--- config.mk ---
export PLATFORM = sky130hd
export DESIGN_NAME = addsub_seq
export DESIGN_NICKNAME = d
export VERILOG_FILES = /design/src/rtl/addsub_seq.sv
export SDC_FILE = /design/constraint.sdc
export NUM_CORES = 1
export LEC_CHECK = 0
export ABC_AREA = 1
export ABC_CLOCK_PERIOD_IN_PS = 3400
export CAP_MARGIN = 25
export CORE_ASPECT_RATIO = 1.75
export CORE_MARGIN = 2
export CORE_UTILIZATION = 35
export DETAILED_ROUTE_END_ITERATION = 16
export HOLD_SLACK_MARGIN = 0.02
export PLACE_DENSITY = 0.63
export SYNTH_ARGS = -nofsm -noshare
export SYNTH_HDL_FRONTEND = slang
export SYNTH_SLANG_ARGS = --single-unit
--- constraint.sdc ---
create_clock -name clk -period 3.4 [get_ports clk]
set_input_delay 0.51 -clock clk [delete_from_list [all_inputs] [get_ports clk]]
set_output_delay 0.51 -clock clk [all_outputs]
set_load 0.05 [all_outputs]
--- src/rtl/addsub_seq.sv ---
// rtl/addsub_seq.sv - Sequential chunk-serial adder/subtractor with accumulate mode
// Processes CHUNK bits per clock over N = WIDTH/CHUNK RUN cycles.
module addsub_seq #(
  parameter int WIDTH = 16,
  parameter int CHUNK = 4
) (
  input  logic             clk,
  input  logic             rst,
  input  logic             start,
  input  logic             ctrl,
  input  logic             acc_en,
  input  logic [WIDTH-1:0] a,
  input  logic [WIDTH-1:0] b,
  output logic             busy,
  output logic             done,
  output logic [WIDTH-1:0] s,
  output logic             co,
  output logic             ovf,
  output logic             zero
);

  localparam int N  = WIDTH / CHUNK;
  localparam int CW = (N > 1) ? $clog2(N) : 1;

  typedef enum logic [1:0] {IDLE, RUN, DONE} state_t;

  state_t           state, state_nx;
  logic [CW-1:0]    cnt;
  logic [WIDTH-1:0] opa, opb, work, work_nx, mask;
  logic             op_ctrl, carry;
  logic             accept, last, cin_msb;
  logic [31:0]      sh;
  logic [CHUNK-1:0] a_sl, bx_sl;
  logic [CHUNK:0]   sum;

  always_ff @(posedge clk or posedge rst) begin
    if (rst) state <= IDLE;
    else     state <= state_nx;
  end

  always_comb begin
    state_nx = state;
    accept   = start && (state != RUN);
    last     = (cnt == CW'(N - 1));
    case (state)
      IDLE:    if (start) state_nx = RUN;
      RUN:     if (last) state_nx = DONE;
      DONE:    state_nx = start ? RUN : IDLE;
      default: state_nx = IDLE;
    endcase
  end

  // One slice of the ripple: shift the current slice down to bit 0, add, shift back into work.
  always_comb begin
    sh      = 32'(cnt) * CHUNK;
    a_sl    = CHUNK'(opa >> sh);
    bx_sl   = CHUNK'(opb >> sh) ^ {CHUNK{op_ctrl}};
    sum     = {1'b0, a_sl} + {1'b0, bx_sl} + {{CHUNK{1'b0}}, carry};
    cin_msb = sum[CHUNK-1] ^ a_sl[CHUNK-1] ^ bx_sl[CHUNK-1];
    mask    = WIDTH'({CHUNK{1'b1}}) << sh;
    work_nx = (work & ~mask) | (WIDTH'(sum[CHUNK-1:0]) << sh);
  end

  always_ff @(posedge clk or posedge rst) begin
    if (rst) begin
      opa     <= '0;
      opb     <= '0;
      op_ctrl <= 1'b0;
      carry   <= 1'b0;
      cnt     <= '0;
      work    <= '0;
      s       <= '0;
      co      <= 1'b0;
      ovf     <= 1'b0;
      zero    <= 1'b1;
    end else if (accept) begin
      opa     <= acc_en ? s : a;
      opb     <= b;
      op_ctrl <= ctrl;
      carry   <= ctrl;
      cnt     <= '0;
    end else if (state == RUN) begin
      work  <= work_nx;
      carry <= sum[CHUNK];
      cnt   <= cnt + 1'b1;
      if (last) begin
        s    <= work_nx;
        co   <= sum[CHUNK];
        ovf  <= cin_msb ^ sum[CHUNK];
        zero <= (work_nx == '0);
      end
    end
  end

  assign busy = (state == RUN);
  assign done = (state == DONE);

endmodule

Figure 1. Placement by cell class (run 1).
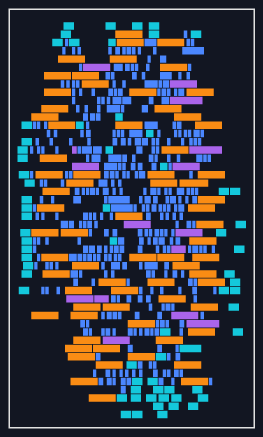
- remaining logic cells: blue (cells 363; share of their area 38%)
- registers: orange (cells 69; share of their area 39%)
- clock drivers and dummy loads: purple (cells 15; share of their area 7.8%)
- remaining buffers and delay cells: cyan (cells 66; share of their area 15%)

Figure 2. Wiring heat map (run 1).
16 x 27 tiles, from dark blue (low) to red (high), scaled to the fullest tile. Values are wire area over tile area, all layers added.
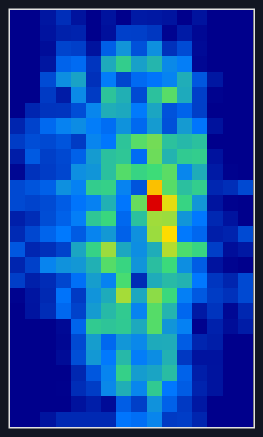
- nearly empty tiles: 23%
- emptiest ninth of the die: bottom left
- tiles over half the peak: 5.8%
- fullest tile: 0.69

==> reports/results.ini, run 1 <==
[synthesis]
syn_area_um2 = 3550
synth.avg_cell_area_um2 = 7.80
ys_cells = 455

[min_path]
hp-start = opb[5]
hold_end = opb[5]
hp-class = reg -> reg

[clocking]
cts-buffers-inserted = 9
cts_root_buf = clkbuf_16
clock_latency_ns = 0.34
cts.path.max_buffers = 2

[floorplan]
die_x_um = 80.1
die_height_um = 137

[placement]
dpl.hpwl_um = 6940
gp_congestion = 0.873
dp_cells = 623

[final_timing]
setup_viol = 0
finalMaxSlewViolations = 0
worst_slack_ns = 0.479
timing.fmax_ghz = 0.342
final.setup.tns_ns = 0
tightestPinTransition_ns = 0.952
skew_ns = 0.00624

[pwr]
p_leak_nw = 2.19
p_comb_mw = 3.08
p_clk_share_pct = 19.4
p_sw_share_pct = 46.7
seq_power_share_pct = 25.8

[global_routing]
track_usage_pct = 18.1
grt-ovfl-total = 0

[layout]
comb_share_pct = 33.2
layout-drive-gt1-share_pct = 6.63
buf_share_pct = 14.2
layout.cells.largest_class = sequential cells
seqCellArea_um2 = 1730
fin_area_um2 = 4590

[route]
drtPass1Iterations = 6
topRoutingLayerUsed = met4
drt_iter0_drc = 212
routed-wl-met2_um = 4770

[critical_path]
rrSetupSlack_ns = 0.48
r2r-end = zero
crit_path_start = cnt[0]
startpoint_type = register

[run_status]
status = completed

Figure 3. Metal 4 (run 1).
Cells faint in the background.
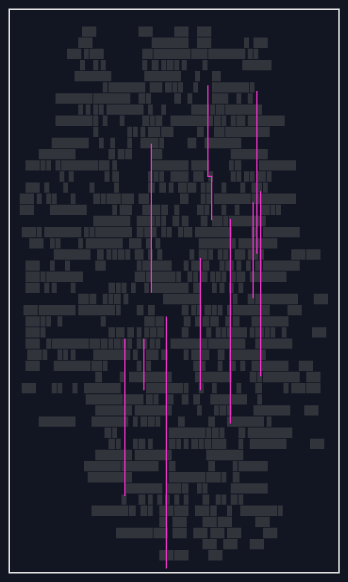
- main direction: vertical
- share of all routed wire: 4.1%

[run 1: cell usage after synthesis (all sizes together)]
cell | instances | area share (%)
buf | 12 | 2.1
o211ai | 4 | 0.85
a21oi | 6 | 0.85
o21a | 1 | 0.21
a32o | 1 | 0.28
o221ai | 1 | 0.25
o22ai | 4 | 0.71
nor2 | 31 | 4.2
ha | 7 | 2.5
o21ai | 60 | 8.5
clkbuf | 11 | 1.2
nand4 | 6 | 1.1
dfrtp | 68 | 48
o21bai | 1 | 0.21
a32oi | 1 | 0.25
a31oi | 8 | 1.4
xnor2 | 1 | 0.25
xor2 | 4 | 0.99
nand2 | 157 | 17
fa | 2 | 1.1
inv | 49 | 5.2
dfstp | 1 | 0.74
nand3 | 19 | 2.7
[run 1: routing by layer]
layer / GRT usage [%] / vias to the layer above
li1: - / 1563
met1: 20.8 / 1442
met2: 30.8 / 100
met3: 3.80 / 25
met4: 10.1 / 0
met5: 0 / -
[run 1: critical path: stages (launching register included)]
cell	delay, ns
dfrtp_1	0.49
buf_4	0.26
o21ai_0	0.12
o22ai_1	0.19
xor2_1	0.11
fa_1	0.41
fa_1	0.49
inv_1	0.08
nand3_1	0.12
nand2_1	0.08
nor2_1	0.11
nand2_1	0.06
nor2_1	0.10
nand4_1	0.09
o21bai_1	0.15
[run 1: kinds of logic after synthesis]
logic type | after synthesis | share of synthesized area, %
and+or+nand+nor | 213 | 24.6
AOI/OAI and AO/OA | 87 | 13.5
buffers and inverters | 72 | 8.43
DFF | 69 | 48.7
adders and majority gates | 9 | 3.60
xor gates and xnor gates | 5 | 1.23
[run 1: registers in the layout (all words and copies together) (netlist names)]
signal	count
opa	16
opb	16
s	16
work	12
cnt	2
state	2
carry	1
co	1
op_ctrl	1
ovf	1
zero	1
==> run 1 -> run 2 <==
--- a/config.mk
+++ b/config.mk
@@ -7,10 +7,10 @@
 export LEC_CHECK = 0
 export ABC_AREA = 1
 export ABC_CLOCK_PERIOD_IN_PS = 3400
-export CAP_MARGIN = 25
 export CORE_ASPECT_RATIO = 1.75
 export CORE_MARGIN = 2
 export CORE_UTILIZATION = 35
+export CTS_CLUSTER_SIZE = 16
 export DETAILED_ROUTE_END_ITERATION = 16
 export HOLD_SLACK_MARGIN = 0.02
 export PLACE_DENSITY = 0.63
Figure 4. Wiring heat map (run 2).
16 x 27 tiles, from dark blue (low) to red (high), scaled to the fullest tile. Values are wire area over tile area, all layers added.
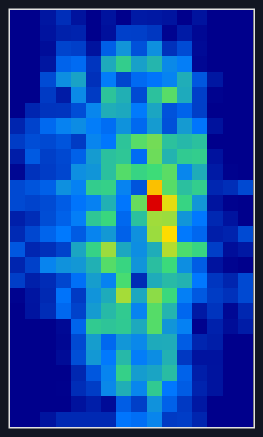
- densest ninth of the die: middle
- tiles over half the peak: 5.8%
- mean over tiles: 0.13
- emptiest ninth of the die: bottom left
- fullest tile: 0.69

==> reports/results.ini, run 2 <==
[pwr]
p_sw_share_pct = 46.7
seq_power_share_pct = 25.8

[run_status]
status = completed

[final_timing]
setup_viol = 0
timing.fmax_ghz = 0.342
tightestPinTransition_ns = 0.952

[critical_path]
startpoint_type = register

[global_routing]
grt-ovfl-total = 0
track_usage_pct = 18.1

[clocking]
cts_root_buf = clkbuf_16

[synthesis]
edf_count = 0
syn_area_um2 = 3550
synthArstFlopShare_pct = 100
top_cells_by_count = nand2_1 (157), dfrtp_1 (68), o21ai_0 (50)
top_area_cell = dfrtp_1

[placement]
dp_cells = 623
gp_congestion = 0.873

[layout]
layout-drive-gt1-share_pct = 6.63
largest_registers = opa x16, opb x16, s x16

[route]
drt_iter0_drc = 212

Figure 5. Clock wiring as the flow saved it (run 2).
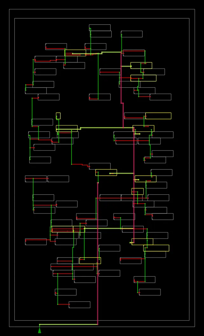
CTS Buf Count: 9
number of sequential cells: 69
Clk power: 1.09 mW
clkbuf count: 11

run 2: cell counts after synthesis:
No cell type changed its count.
run 2: worst max-delay path: stages (launching register included):
cell,delay (ns)
dfrtp_1,0.49
buf_4,0.26
o21ai_0,0.12
o22ai_1,0.19
xor2_1,0.11
fa_1,0.41
fa_1,0.49
inv_1,0.08
nand3_1,0.12
nand2_1,0.08
nor2_1,0.11
nand2_1,0.06
nor2_1,0.10
nand4_1,0.09
o21bai_1,0.15
run 2: routing by layer:
metal | GRT usage [%] | share of wire, % | vias up
li1 | - | - | 1563
met1 | 20.8 | 39 | 1442
met2 | 30.8 | 52 | 100
met3 | 3.80 | 4.4 | 25
met4 | 10.1 | 4.1 | 0
met5 | 0 | 0 | -
run 2: kinds of logic after synthesis:
| family | count (synthesis) | synth area share (%) |
|---|---|---|
| flip-flops | 69 | 48.7 |
| AND/OR/NAND/NOR | 213 | 24.6 |
| buffers and inverters | 72 | 8.43 |
| adder cells (fa/ha/maj) | 9 | 3.60 |
| XOR/XNOR | 5 | 1.23 |
| AND-OR/OR-AND | 87 | 13.5 |
run 2: power by group through the flow:
stage | registers [mW] | logic (mW) | clock network, mW
finish | 1.45 | 3.08 | 1.09
global route | 1.49 | 3.46 | 1.14
CTS | 1.45 | 3.08 | 1.11
detailed placement | 1.46 | 3.07 | 0
global placement | 1.45 | 2.99 | 0
floorplan | 1.69 | 1.99 | 0
run 2: area by class of cell:
| type | instances | share of cell area [%] |
|---|---|---|
| well taps | 125 | 3.41 |
| inverters | 49 | 4.01 |
| flip-flops and latches | 69 | 37.7 |
| clock buffers | 11 | 5.51 |
| clock inverters | 4 | 2.07 |
| repair buffers | 66 | 14.2 |
| multi-input cells | 314 | 33.2 |
==> run 2 -> run 3 <==
--- a/config.mk
+++ b/config.mk
@@ -10,6 +10,7 @@
 export CORE_ASPECT_RATIO = 1.75
 export CORE_MARGIN = 2
 export CORE_UTILIZATION = 35
+export CTS_BUF_LIST = sky130_fd_sc_hd__clkbuf_8
 export CTS_CLUSTER_SIZE = 16
 export DETAILED_ROUTE_END_ITERATION = 16
 export HOLD_SLACK_MARGIN = 0.02
Figure 6. Placement by cell class (run 3).
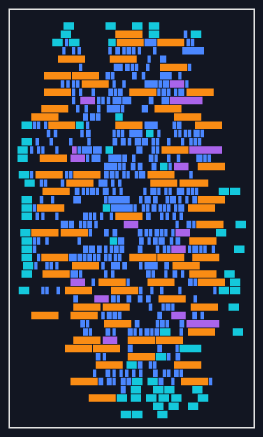
- remaining buffers and delay cells: cyan (cells 66; share of their area 15%)
- registers: orange (cells 69; share of their area 40%)
- remaining logic cells: blue (cells 363; share of their area 39%)
- clock drivers and dummy loads: purple (cells 15; share of their area 5.7%)

==> reports/results.ini, run 3 <==
[synthesis]
yosysTopAreaCellShare_pct = 48.0
synth_top_cell_by_count = nand2_1
ys_cells = 455
synth.avg_cell_area_um2 = 7.80
syn_area_um2 = 3550
top_area_cell = dfrtp_1
synthArstFlopShare_pct = 100
ys.flop_type = dfrtp_1
topCellsByArea = dfrtp_1 (48%), nand2_1 (17%), o21ai_0 (7.1%)
top_cells_by_count = nand2_1 (157), dfrtp_1 (68), o21ai_0 (50)
edf_count = 0

[clocking]
cts-buffers-inserted = 9
cts.path.max_buffers = 2
cts_root_buf = clkbuf_8

[global_routing]
grt-ovfl-total = 0
track_usage_pct = 17.9

[final_timing]
tightestPinTransition_ns = 0.934
whs_ns = 0.475
setup_viol = 0
skew_ns = 0.00963
finalMaxSlewViolations = 0
timing.fmax_ghz = 0.344

[route]
wl_met3_um = 356
drtPass1Iterations = 5
drt_iter0_drc = 256
routed-wl-met2_um = 4720
wl_met1_um = 3580

[floorplan]
die_x_um = 80.1
die_height_um = 137

[min_path]
hp-class = reg -> reg

[pwr]
p_leak_nw = 2.15

[critical_path]
cp_top_family = adder cells
slowest_stage = dfrtp_1
path_buffers = 2

[layout]
fin_area_um2 = 4490
largest_registers = opa x16, opb x16, s x16
diodes = 0

[placement]
gp_congestion = 0.873
dpl.hpwl_um = 6940

[run_status]
status = completed

Figure 7. Clock wiring as the flow saved it (run 3).
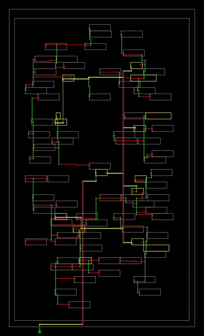
clk latency late pin: 0.35 ns
Sink Count: 69
Clk power: 0.833 mW

## run 3: cells by family (layout without fill, tap and decap cells)
family / after synthesis / count (layout) / synth area share, %
simple gates: 213 / 213 / 24.6
compound gates: 87 / 87 / 13.5
buf+inv: 72 / 130 / 8.43
flops: 69 / 69 / 48.7
fa+ha+maj: 9 / 9 / 3.60
xor+xnor: 5 / 5 / 1.23
## run 3: where the power goes
group          internal, mW  switching [mW]
Clock                 0.522           0.310
Sequential             1.20           0.241
Combinational          1.03            2.02
Total                  2.76            2.57
## run 3: per-layer routing
| layer | up-vias | global-route usage, % |
|---|---|---|
| li1 | 1561 | - |
| met1 | 1423 | 21.0 |
| met2 | 91 | 30.5 |
| met3 | 21 | 3.41 |
| met4 | 0 | 9.89 |
| met5 | - | 0 |
## run 3: area by class of cell
type	count	area (µm²)
inverters	49	184
repair buffers	66	651
clock inverters	4	95.1
fillers	1029	5360
multi-input cells	314	1520
clock buffers	11	151
flip-flops and latches	69	1730
well taps	125	156
## run 3: path summary, 6_finish.rpt
check / startpoint / endpoint / slack [ns] / cells after the start
worst max-delay path: cnt[0] / zero / 0.50 / 14
worst min-delay path: opb[5] / opb[5] / 0.47 / 2
worst max register to register: cnt[0] / zero / 0.50 / 14
worst min register to register: opb[5] / opb[5] / 0.47 / 2
max in group asynchronous: rst / opb[9] / 2.20 / 3
min in group asynchronous: rst / s[4] / 0.56 / 2
## run 3: tightest hold or removal path, stage by stage (launching register included)
cell and delay [ns]:
dfrtp_1 0.35, nand2_1 0.05, nand2_1 0.04
## run 3: stage by stage
stage,utilization [%],instances,setup WS (ns)
floorplan,-,455,0.658
global placement,43.1,623,0.613
detailed placement,43.1,623,0.550
CTS,45.6,638,0.524
global route,45.6,638,0.224
finish,45.6,638,0.497
No activity file was given, so power comes from the tool's default toggle rates.
